Figure 1. Placement density heat map.
Bar = 50 µm. 18 x 18 tiles, from white (low) to dark blue (high), 0 to 100% covered.
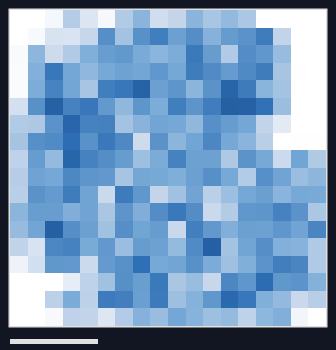
Figure 2. Power grid.
Bar = 50 µm. Pins as bars on the die edge. Tap cells in grey.
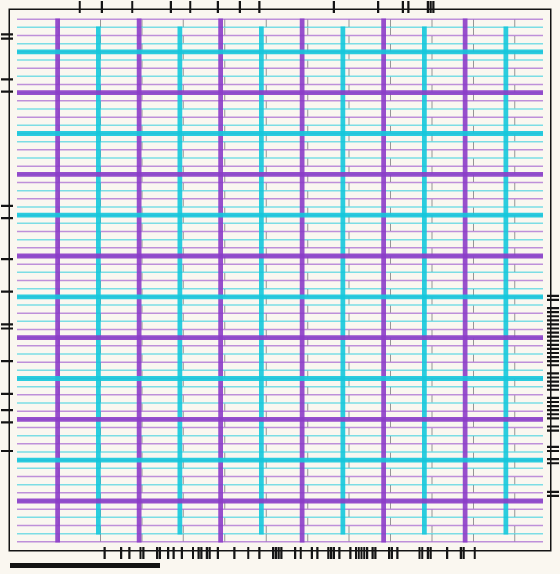
--- config.mk ---
export PLATFORM = sky130hd
export DESIGN_NAME = hidden_backprop
export DESIGN_NICKNAME = d
export VERILOG_FILES = /design/src/rtl/idann_pkg.sv /design/src/rtl/idann_sat_sub.sv /design/src/rtl/hidden_backprop.sv
export SDC_FILE = /design/constraint.sdc
export NUM_CORES = 1
export LEC_CHECK = 0
export CAP_MARGIN = 20
export CORE_MARGIN = 2
export CORE_UTILIZATION = 45
export DETAILED_ROUTE_END_ITERATION = 10
export DONT_BUFFER_PORTS = 1
export HOLD_SLACK_MARGIN = 0.1
export PLACE_DENSITY = 0.57
export REMOVE_ABC_BUFFERS = 1
export SKIP_LAST_GASP = 1
export SLEW_MARGIN = 15
export SYNTH_ARGS = -nofsm -noshare
export SYNTH_HDL_FRONTEND = slang
export SYNTH_SLANG_ARGS = --single-unit
--- constraint.sdc ---
create_clock -name clk_i -period 7.72 [get_ports clk_i]
set_input_delay 2.316 -clock clk_i [delete_from_list [all_inputs] [get_ports clk_i]]
set_output_delay 2.316 -clock clk_i [all_outputs]
set_load 0.005 [all_outputs]
--- src/rtl/idann_pkg.sv ---
// Shared types and helpers for the hidden-neuron backward-pass engine.
package idann_pkg;

    localparam int unsigned W_W       = 8;
    localparam int unsigned N_IN      = 4;
    localparam int          GRAD_CLIP = 16;
    // Wide enough for any weight minus an (ERR_W+W_W)-bit step without overflow.
    localparam int unsigned WIDE_W    = 40;

    typedef enum logic [2:0] {
        StIdle,
        StMul,
        StUpd,
        StDone,
        StHold
    } hb_state_e;

    function automatic logic signed [W_W-1:0] saturate(input logic signed [WIDE_W-1:0] v);
        logic signed [WIDE_W-1:0] hi;
        logic signed [WIDE_W-1:0] lo;
        hi = {{(WIDE_W-W_W+1){1'b0}}, {(W_W-1){1'b1}}};
        lo = {{(WIDE_W-W_W+1){1'b1}}, {(W_W-1){1'b0}}};
        if (v > hi) begin
            return hi[W_W-1:0];
        end else if (v < lo) begin
            return lo[W_W-1:0];
        end
        return v[W_W-1:0];
    endfunction

endpackage

--- src/rtl/idann_sat_sub.sv ---
// Signed weight minus gradient step, computed wide and clamped to the weight range.
module idann_sat_sub
    import idann_pkg::*;
#(
    parameter int unsigned STEP_W = 32
) (
    input  logic signed [W_W-1:0]    w_i,
    input  logic signed [STEP_W-1:0] step_i,
    output logic signed [W_W-1:0]    w_new_o
);

    logic signed [WIDE_W-1:0] diff;

    always_comb begin
        diff    = WIDE_W'(w_i) - WIDE_W'(step_i);
        w_new_o = saturate(diff);
    end

endmodule

--- src/rtl/hidden_backprop.sv ---
// Backward-pass weight update for one hidden neuron (four input weights).
// Optional step clamping to +/-GRAD_CLIP is enabled by defining HB_GRAD_CLIP_EN.
module hidden_backprop #(
    parameter int unsigned ERR_W    = 24,
    parameter int unsigned W_W      = 8,
    parameter int unsigned N_IN     = 4,
    parameter int unsigned LR_SHIFT = 8,
    parameter logic [31:0] W_INIT   = 32'h04030201
) (
    input  logic                   clk_i,
    input  logic                   rst_i,
    input  logic                   en_i,
    input  logic                   zero_weight_reset_i,
    input  logic [ERR_W-1:0]       err_i,
    input  logic [W_W-1:0]         w_out_i,
    input  logic [9:0]             hidden_val_i,
    input  logic [N_IN-1:0]        x_i,
    input  logic [N_IN*W_W-1:0]    w_i,
    output logic [N_IN*W_W-1:0]    w_o,
    output logic                   busy_o,
    output logic                   b_end_o
);

    import idann_pkg::*;

    localparam int unsigned D_W = ERR_W + W_W;

    hb_state_e               state_q;
    logic [1:0]              idx_q;
    logic [ERR_W-1:0]        err_q;
    logic [W_W-1:0]          w_out_q;
    logic [9:0]              hidden_q;
    logic [N_IN-1:0]         x_q;
    logic [N_IN*W_W-1:0]     work_q;
    logic signed [D_W-1:0]   delta_q;

    logic signed [D_W-1:0]   prod;
    logic signed [D_W-1:0]   step;
    logic signed [W_W-1:0]   w_cur;
    logic signed [W_W-1:0]   w_new;

    always_comb begin
        prod = $signed({{W_W{err_q[ERR_W-1]}}, err_q})
             * $signed({{ERR_W{w_out_q[W_W-1]}}, w_out_q});
        step = '0;
        if (x_q[idx_q]) begin
            step = delta_q >>> LR_SHIFT;
        end
`ifdef HB_GRAD_CLIP_EN
        if (step > D_W'(GRAD_CLIP)) begin
            step = D_W'(GRAD_CLIP);
        end else if (step < -D_W'(GRAD_CLIP)) begin
            step = -D_W'(GRAD_CLIP);
        end
`endif
        w_cur = work_q[idx_q*W_W +: W_W];
    end

    idann_sat_sub #(
        .STEP_W (D_W)
    ) u_sat (
        .w_i     (w_cur),
        .step_i  (step),
        .w_new_o (w_new)
    );

    always_ff @(posedge clk_i) begin
        if (rst_i) begin
            state_q  <= StIdle;
            idx_q    <= '0;
            err_q    <= '0;
            w_out_q  <= '0;
            hidden_q <= '0;
            x_q      <= '0;
            work_q   <= W_INIT;
            delta_q  <= '0;
            w_o      <= W_INIT;
            busy_o   <= 1'b0;
            b_end_o  <= 1'b0;
        end else if (zero_weight_reset_i) begin
            state_q <= StIdle;
            idx_q   <= '0;
            w_o     <= w_i;
            busy_o  <= 1'b0;
            b_end_o <= 1'b0;
        end else begin
            b_end_o <= 1'b0;
            unique case (state_q)
                StIdle: begin
                    if (en_i) begin
                        err_q    <= err_i;
                        w_out_q  <= w_out_i;
                        hidden_q <= hidden_val_i;
                        x_q      <= x_i;
                        work_q   <= w_i;
                        busy_o   <= 1'b1;
                        state_q  <= StMul;
                    end
                end
                StMul: begin
                    // ReLU derivative: no gradient flows through an inactive neuron.
                    delta_q <= (hidden_q == '0) ? '0 : prod;
                    idx_q   <= '0;
                    state_q <= StUpd;
                end
                StUpd: begin
                    work_q[idx_q*W_W +: W_W] <= w_new;
                    idx_q <= idx_q + 2'd1;
                    if (idx_q == 2'd3) begin
                        state_q <= StDone;
                    end
                end
                StDone: begin
                    b_end_o <= 1'b1;
                    w_o     <= work_q;
                    busy_o  <= 1'b0;
                    state_q <= StHold;
                end
                StHold: begin
                    if (!en_i) begin
                        state_q <= StIdle;
                    end
                end
                default: state_q <= StIdle;
            endcase
        end
    end

endmodule

==> results.py <==
# Auto-generated metrics
metrics = {
    "pwr": {
        "p_switching_mw": 0.718,
        "p_clk_frac": 0.388,
        "p_leak_nw": 6.94,
        "combPwrFrac": 0.232,
    },
    "synthesis": {
        "ff_type": "dfxtp_1",
        "synth-edff-count": 0,
        "avgSynthCellArea_um2": 8.44,
        "synth_cell_types": 72,
        "mux_area_frac": 0.0461,
        "topCellsByArea": "fa_1 22%, dfxtp_1 20%, ha_1 7.8%",
        "xor_area_frac": 0.0282,
        "yosys_area_um2": 13900,
        "netlist.area_leader.share": 0.216,
        "top_cell": "nand2_1",
        "yosys-dominant-comb-family": "adder cells",
    },
    "critical_path": {
        "slowest_delay_ns": 0.97,
        "rr_worst_depth": 17,
        "required_ns": 8.06,
        "regToRegEndpoint": "delta_q[31]",
        "path_max_fanout": 25,
        "cpMostUsedCell": "fa_1",
        "worstReg2RegStart": "w_out_q[5]",
    },
    "route": {
        "drcViolationCount": 0,
        "wl_per_cell_um": 17.3,
        "met1_length_um": 16000,
        "routed_via_density": 5.49,
    },
    "run_status": {
        "outcome": "completed",
    },
    "min_path": {
        "hold_path_end": "x_q[2]",
    },
    "finish": {
        "flop_area_um2": 2820,
        "drive_above_1_share": 0.0478,
        "diodes": 0,
        "comb_area_um2": 10100,
        "lay_top_cells": "202 x nand2_1, 182 x inv_1, 150 x fa_1",
        "finalInstanceArea_um2": 14800,
        "n_all_inverters": 182,
        "reg.largest.list": "w_o: 32 flops, work_q: 32 flops",
        "signal_buffer_area_fraction": 0.00677,
        "final_util": 0.484,
        "nNonClkBuffers": 9,
    },
    "sta": {
        "setup_ws_ns": 1.44,
        "tns_ns": 0,
        "rsz0062_at_grt": "false",
        "hold_violations": 0,
    },
    "placed_design": {
        "dp.cells": 1971,
        "place_ws_ns": 1.50,
        "dp_hpwl_um": 26300,
    },
    "clock_tree": {
        "tritoncts": "yes",
        "cts_max_level": 4,
        "clock-sinks": 141,
        "post_cts_buffers": 0,
        "postCtsHoldBufs": 0,
    },
    "global_routing": {
        "grt_max_degree": 126,
        "antenna_found_initial": 1,
        "grt_pass1_wl_um": 58000,
        "met2_usage": 0.364,
    },
    "floorplan": {
        "ios": 116,
    },
}
## Picture notes: Figure 1
- nearly empty tiles: 9.3%
- mean over tiles: 44%
- tiles over 75% full: 3.7%
- fullest tile: 81%

## Picture notes: Figure 2
- VDD: cyan
- VSS: purple
- met4 straps: 12
- signal pins: 116
- tap cells: 396
- rows: 64
Die X: 180 µm
Core Box Area: 30500 µm²
peak supply drop: 0.152 mV

Power figures rest on the tool's default switching activity, not on a simulated workload.
